Figure 1. Where the registers sit (run 1).
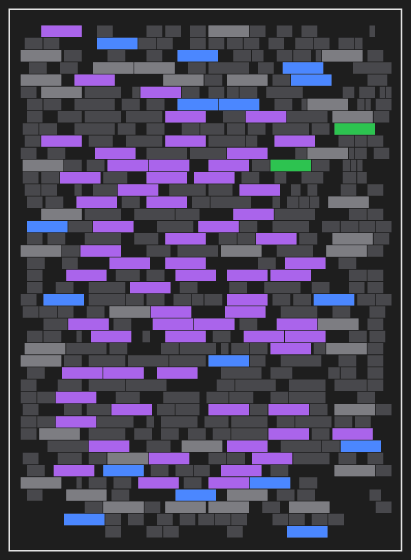
Figure 2. Gate-type map (run 1).
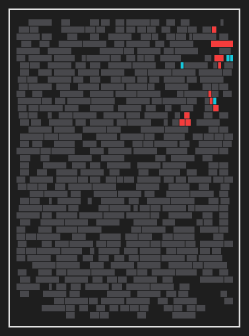
Figure 3. Floorplan with the power grid (run 1).
Pins as bars on the die edge.
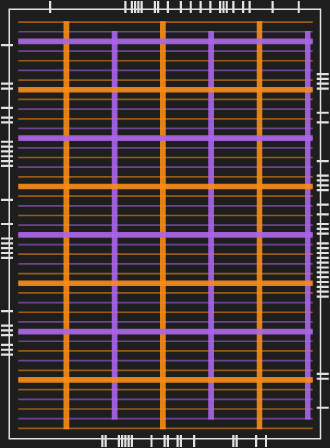
`src/rtl/ula_pkg.sv`:
```
// Shared constants, command encodings and FSM states for the ULA sequencing controller.
package ula_pkg;

    localparam int WIDTH = 16;

    typedef enum logic [1:0] {
        OP_LOAD = 2'b00,
        OP_ULA0 = 2'b01,
        OP_ULA1 = 2'b10,
        OP_NOP  = 2'b11
    } cmd_op_e;

    typedef enum logic {
        ST_IDLE = 1'b0,
        ST_EXEC = 1'b1
    } state_e;

endpackage

```
`src/rtl/ula_regfile.sv`:
```
// NREGS x WIDTH register file: two asynchronous read ports, one synchronous write port,
// asynchronous active-low clear.
module ula_regfile #(
    parameter int WIDTH = ula_pkg::WIDTH,
    parameter int NREGS = 4,
    localparam int AW   = $clog2(NREGS)
) (
    input  logic             clk,
    input  logic             rst_n,
    input  logic             we,
    input  logic [AW-1:0]    waddr,
    input  logic [WIDTH-1:0] wdata,
    input  logic [AW-1:0]    raddr1,
    input  logic [AW-1:0]    raddr2,
    output logic [WIDTH-1:0] rdata1,
    output logic [WIDTH-1:0] rdata2
);

    logic [WIDTH-1:0] rf_q [NREGS];
    logic [WIDTH-1:0] rf_d [NREGS];

    always_comb begin
        rf_d = rf_q;
        if (we) rf_d[waddr] = wdata;
    end

    always_ff @(posedge clk or negedge rst_n) begin
        if (!rst_n) begin
            for (int i = 0; i < NREGS; i++) rf_q[i] <= '0;
        end else begin
            rf_q <= rf_d;
        end
    end

    // Reads see pre-write contents, so operands never observe a same-edge write.
    assign rdata1 = rf_q[raddr1];
    assign rdata2 = rf_q[raddr2];

endmodule

```
`src/rtl/ula_ctrl.sv`:
```
// Sequencing controller for the 16-bit ULA: accepts LOAD/ULA/NOP commands, feeds operands,
// writes the result back. Optional zero flag enabled by defining ULA_CTRL_ZERO_EN.
module ula_ctrl
    import ula_pkg::*;
#(
    parameter int WIDTH = ula_pkg::WIDTH,
    parameter int NREGS = 4,
    localparam int AW   = $clog2(NREGS)
) (
    input  logic             clk,
    input  logic             rst_n,
    input  logic             cmd_valid,
    output logic             cmd_ready,
    input  logic [1:0]       cmd_op,
    input  logic [AW-1:0]    cmd_rd,
    input  logic [AW-1:0]    cmd_rs1,
    input  logic [AW-1:0]    cmd_rs2,
    input  logic [WIDTH-1:0] cmd_imm,
    output logic [WIDTH-1:0] ula_a,
    output logic [WIDTH-1:0] ula_b,
    output logic             ula_op,
    input  logic [WIDTH-1:0] ula_out,
    output logic             res_valid,
    output logic [WIDTH-1:0] res_data,
    output logic             zero
);

    state_e           state_q, state_d;
    logic             rdy_q;
    logic [AW-1:0]    rd_q, rd_d;
    logic [WIDTH-1:0] ula_a_q, ula_a_d;
    logic [WIDTH-1:0] ula_b_q, ula_b_d;
    logic             ula_op_q, ula_op_d;
    logic             res_valid_q, res_valid_d;
    logic [WIDTH-1:0] res_data_q, res_data_d;

    logic             we;
    logic [AW-1:0]    waddr;
    logic [WIDTH-1:0] wdata;
    logic [WIDTH-1:0] rdata1, rdata2;

    ula_regfile #(.WIDTH(WIDTH), .NREGS(NREGS)) u_rf (
        .clk    (clk),
        .rst_n  (rst_n),
        .we     (we),
        .waddr  (waddr),
        .wdata  (wdata),
        .raddr1 (cmd_rs1),
        .raddr2 (cmd_rs2),
        .rdata1 (rdata1),
        .rdata2 (rdata2)
    );

    // rdy_q keeps cmd_ready low through reset and rises on the first edge after release.
    assign cmd_ready = rdy_q && (state_q == ST_IDLE);

    always_comb begin
        state_d     = state_q;
        rd_d        = rd_q;
        ula_a_d     = ula_a_q;
        ula_b_d     = ula_b_q;
        ula_op_d    = ula_op_q;
        res_valid_d = 1'b0;
        res_data_d  = res_data_q;
        we          = 1'b0;
        waddr       = rd_q;
        wdata       = ula_out;

        case (state_q)
            ST_IDLE: begin
                if (cmd_valid && cmd_ready) begin
                    case (cmd_op_e'(cmd_op))
                        OP_LOAD: begin
                            we    = 1'b1;
                            waddr = cmd_rd;
                            wdata = cmd_imm;
                        end
                        OP_ULA0, OP_ULA1: begin
                            ula_a_d  = rdata1;
                            ula_b_d  = rdata2;
                            ula_op_d = cmd_op[1];
                            rd_d     = cmd_rd;
                            state_d  = ST_EXEC;
                        end
                        default: ;
                    endcase
                end
            end
            ST_EXEC: begin
                we      = 1'b1;
                waddr   = rd_q;
                wdata   = ula_out;
                state_d = ST_IDLE;
            end
            default: state_d = ST_IDLE;
        endcase

        if (we) begin
            res_valid_d = 1'b1;
            res_data_d  = wdata;
        end
    end

    always_ff @(posedge clk or negedge rst_n) begin
        if (!rst_n) begin
            state_q     <= ST_IDLE;
            rdy_q       <= 1'b0;
            rd_q        <= '0;
            ula_a_q     <= '0;
            ula_b_q     <= '0;
            ula_op_q    <= 1'b0;
            res_valid_q <= 1'b0;
            res_data_q  <= '0;
        end else begin
            state_q     <= state_d;
            rdy_q       <= 1'b1;
            rd_q        <= rd_d;
            ula_a_q     <= ula_a_d;
            ula_b_q     <= ula_b_d;
            ula_op_q    <= ula_op_d;
            res_valid_q <= res_valid_d;
            res_data_q  <= res_data_d;
        end
    end

    assign ula_a     = ula_a_q;
    assign ula_b     = ula_b_q;
    assign ula_op    = ula_op_q;
    assign res_valid = res_valid_q;
    assign res_data  = res_data_q;

`ifdef ULA_CTRL_ZERO_EN
    logic zero_q, zero_d;

    always_comb begin
        zero_d = zero_q;
        if (we) zero_d = (wdata == '0);
    end

    always_ff @(posedge clk or negedge rst_n) begin
        if (!rst_n) zero_q <= 1'b0;
        else        zero_q <= zero_d;
    end

    assign zero = zero_q;
`else
    assign zero = 1'b0;
`endif

endmodule

```
`config.mk`:
```
export PLATFORM = sky130hd
export DESIGN_NAME = ula_ctrl
export DESIGN_NICKNAME = d
export VERILOG_FILES = /design/src/rtl/ula_pkg.sv /design/src/rtl/ula_regfile.sv /design/src/rtl/ula_ctrl.sv
export SDC_FILE = /design/constraint.sdc
export NUM_CORES = 1
export LEC_CHECK = 0
export ABC_CLOCK_PERIOD_IN_PS = 3390
export CAP_MARGIN = 10
export CORE_ASPECT_RATIO = 1.4
export CORE_MARGIN = 2
export CORE_UTILIZATION = 57
export CTS_CLUSTER_DIAMETER = 30
export CTS_CLUSTER_SIZE = 25
export DETAILED_ROUTE_END_ITERATION = 10
export GPL_ROUTABILITY_DRIVEN = 0
export GPL_TIMING_DRIVEN = 1
export PLACE_DENSITY_LB_ADDON = 0.08
export SLEW_MARGIN = 20
export SYNTH_ARGS = -nofsm -noshare
export SYNTH_HDL_FRONTEND = slang
export SYNTH_SLANG_ARGS = --single-unit
```
`constraint.sdc`:
```
create_clock -name clk -period 3.39 [get_ports clk]
set_clock_uncertainty 0.1 [all_clocks]
set_input_delay 0.339 -clock clk [delete_from_list [all_inputs] [get_ports clk]]
set_output_delay 0.339 -clock clk [all_outputs]
set_load 0.005 [all_outputs]
```
==> impl_metrics.ini, run 1 <==
; physical design summary
[outcome]
status = completed

[run]
log.warning_count = 26
max_cap_violations = 0

[final_timing]
finalSetupViolCount = 0
worst_slew_pin_slew_ps = 810
finalHoldViolCount = 0

[logic_synthesis]
top_area_cell = dfrtp_1
yosys_warnings = 0
synth.distinct_cells = 25
edf_count = 0
mux_share_pct = 41.0

[die]
num_rows = 42
chip_area_um2 = 10500
die_h_um = 120
well_tap_count = 110

[clocking]
post_cts_buffers = 0
clockBufferDepth = 2

[setup_path]
timing.rr.start = state_q
crit_path_start = cmd_op[1]
crit_family = multiplexers
worstPathCellList = clkdlybuf4s50_1 -> inv_1 -> ha_1 -> nand4b_4 -> mux2i_2 -> nand2b_1 -> buf_4 -> mux2_2
cp-endpoint = u_rf.rf_q[32]

[global_route]
grtUsageTotal_pct = 23.4

[cells_and_area]
final_cell_mix = dfrtp_1, mux2_2, clkdlybuf4s50_1
ff_count = 118
largest_class = sequential cells
nets = 471
final-nonclk-buf-share_pct = 14.6
clock_buffers = 22

[power_and_ir_drop]
p_leak_nw = 3.05
p_clk_share_pct = 27.0

[drt]
top_layer = met4
## Picture notes: Figure 1
`ula_b`: shown in blue, sequential cells 16, where widely spread. `rd_q`: shown in green, sequential cells 2. `u_rf.rf_q`: shown in purple, sequential cells 64.
Another 36 sequential cells are not coloured.

## Picture notes: Figure 2
inverters: shown in cyan, cells 4, where north-east. NAND gates: shown in red, cells 10.

## Picture notes: Figure 3
VDD: shown in purple. VSS: shown in orange.
95 signal pins sit on the boundary. 8 straps on met5. 6 straps on met4. The core has 42 rows. 43 met1 rails follow the rows.

## Run 2: what changed since run 1
--- a/config.mk
+++ b/config.mk
@@ -5,11 +5,11 @@
 export SDC_FILE = /design/constraint.sdc
 export NUM_CORES = 1
 export LEC_CHECK = 0
-export ABC_CLOCK_PERIOD_IN_PS = 3390
+export ABC_CLOCK_PERIOD_IN_PS = 2420
 export CAP_MARGIN = 10
 export CORE_ASPECT_RATIO = 1.4
 export CORE_MARGIN = 2
-export CORE_UTILIZATION = 57
+export CORE_UTILIZATION = 53
 export CTS_CLUSTER_DIAMETER = 30
 export CTS_CLUSTER_SIZE = 25
 export DETAILED_ROUTE_END_ITERATION = 10
==> constraint.sdc (replaced) <==
create_clock -name clk -period 2.42 [get_ports clk]
set_clock_uncertainty 0.1 [all_clocks]
set_input_delay 0.242 -clock clk [delete_from_list [all_inputs] [get_ports clk]]
set_output_delay 0.242 -clock clk [all_outputs]
set_load 0.005 [all_outputs]
Figure 4. Signal wires on met1 (run 2).
Supply wires on this layer in grey.
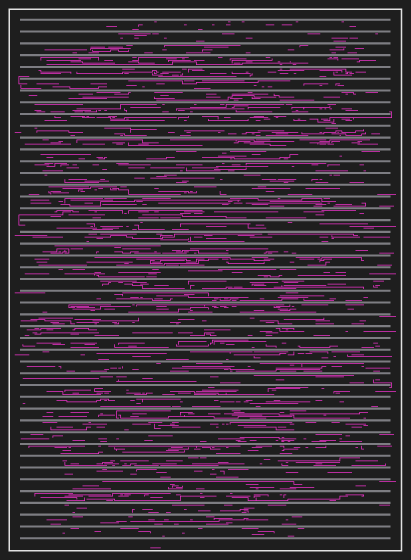
The wires run mostly horizontal. 428 nets have wire on it. The longest straight run is 44.2 um. The layer carries 4790 um of wire. The layer holds 42% of the routed length.

Figure 5. Gate-type map (run 2).
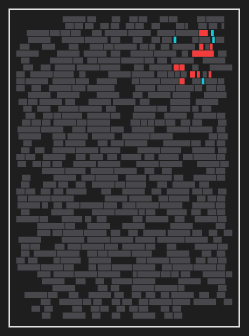
inverters: shown in cyan, cells 4, where north-east. NAND gates: shown in red, cells 10, where north-east.

==> impl_metrics.ini, run 2 <==
; physical design summary
[logic_synthesis]
mux_share_pct = 41.0
yosys_warnings = 0
top_area_cell = dfrtp_1

[setup_path]
crit_family = buffers and inverters
worstPathCellList = and2b_1 -> clkdlybuf4s50_1
crit_path_start = state_q

[cells_and_area]
final-nonclk-buf-share_pct = 15.7
final_cell_mix = dfrtp_1, mux2_2, clkdlybuf4s50_1
ff_count = 118
clock_buffers = 17
nets = 477
largest_class = sequential cells

[outcome]
status = completed

[die]
num_rows = 44
die_h_um = 125
well_tap_count = 138

[final_timing]
finalHoldViolCount = 0
worst_slew_pin_slew_ps = 534

[drt]
top_layer = met4

[clocking]
post_cts_buffers = 0

[run]
log.warning_count = 26
## Run 3: what changed since run 2
--- a/config.mk
+++ b/config.mk
@@ -5,11 +5,11 @@
 export SDC_FILE = /design/constraint.sdc
 export NUM_CORES = 1
 export LEC_CHECK = 0
-export ABC_CLOCK_PERIOD_IN_PS = 2420
+export ABC_CLOCK_PERIOD_IN_PS = 1700
 export CAP_MARGIN = 10
 export CORE_ASPECT_RATIO = 1.4
 export CORE_MARGIN = 2
-export CORE_UTILIZATION = 53
+export CORE_UTILIZATION = 48
 export CTS_CLUSTER_DIAMETER = 30
 export CTS_CLUSTER_SIZE = 25
 export DETAILED_ROUTE_END_ITERATION = 10
==> constraint.sdc (replaced) <==
create_clock -name clk -period 1.7 [get_ports clk]
set_clock_uncertainty 0.1 [all_clocks]
set_input_delay 0.17 -clock clk [delete_from_list [all_inputs] [get_ports clk]]
set_output_delay 0.17 -clock clk [all_outputs]
set_load 0.005 [all_outputs]
Figure 6. Floorplan with the power grid (run 3).
Pins as bars on the die edge.
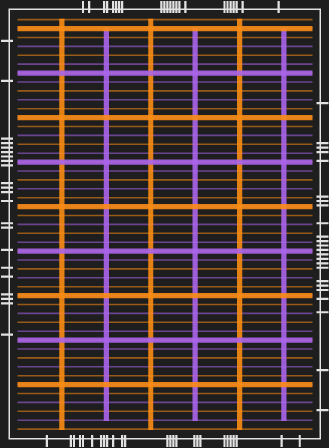
VDD: shown in purple. VSS: shown in orange.
The core has 46 rows. 6 straps on met4. 47 met1 rails follow the rows. 95 signal pins sit on the boundary.

Figure 7. Where the registers sit (run 3).
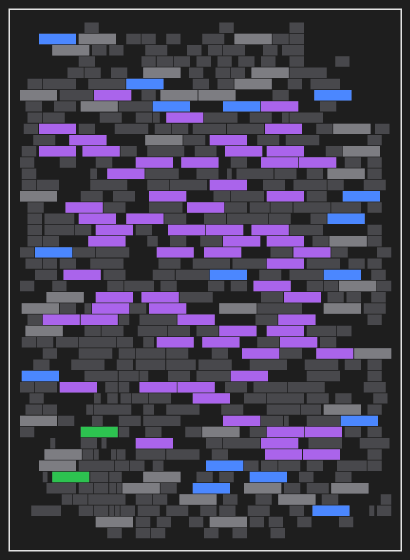
`rd_q`: shown in green, sequential cells 2. `ula_b`: shown in blue, sequential cells 16, where widely spread. `u_rf.rf_q`: shown in purple, sequential cells 64.
Another 36 sequential cells are not coloured.

==> impl_metrics.ini, run 3 <==
; physical design summary
[outcome]
status = complete, but fails checks
failed_checks = negative setup slack

[clocking]
post_cts_buffers = 2

[logic_synthesis]
edf_count = 0
top_area_cell = dfrtp_1
syn-cell-area_um2 = 5510
yosys_warnings = 0
synth.distinct_cells = 25
mux_share_pct = 41.0

[final_timing]
finalHoldViolCount = 0
setup_ws_ps = -87.7
finalSetupViolCount = 80

[setup_path]
worstPathCellList = buf_6 -> o31a_1 -> nand2b_2 -> buf_12 -> mux2_4
crit_family = flip-flops
timing.rr.start = state_q
crit_path_start = state_q
cp-endpoint = u_rf.rf_q[25]
critPathLaunchType = flip-flop

[run]
log.warning_count = 29
max_cap_violations = 0

[die]
chip_area_um2 = 12400
well_tap_count = 144

[cells_and_area]
clock_buffers = 22
nets = 490
final_cell_mix = dfrtp_1, clkdlybuf4s50_1, mux2_2
n_fill_cell = 828
ff_count = 118
final-nonclk-buf-share_pct = 18.1
largest_class = sequential cells

[global_route]
grtUsageTotal_pct = 22.4

[power_and_ir_drop]
p_clk_share_pct = 27.8
p_leak_nw = 3.40

[drt]
top_layer = met4
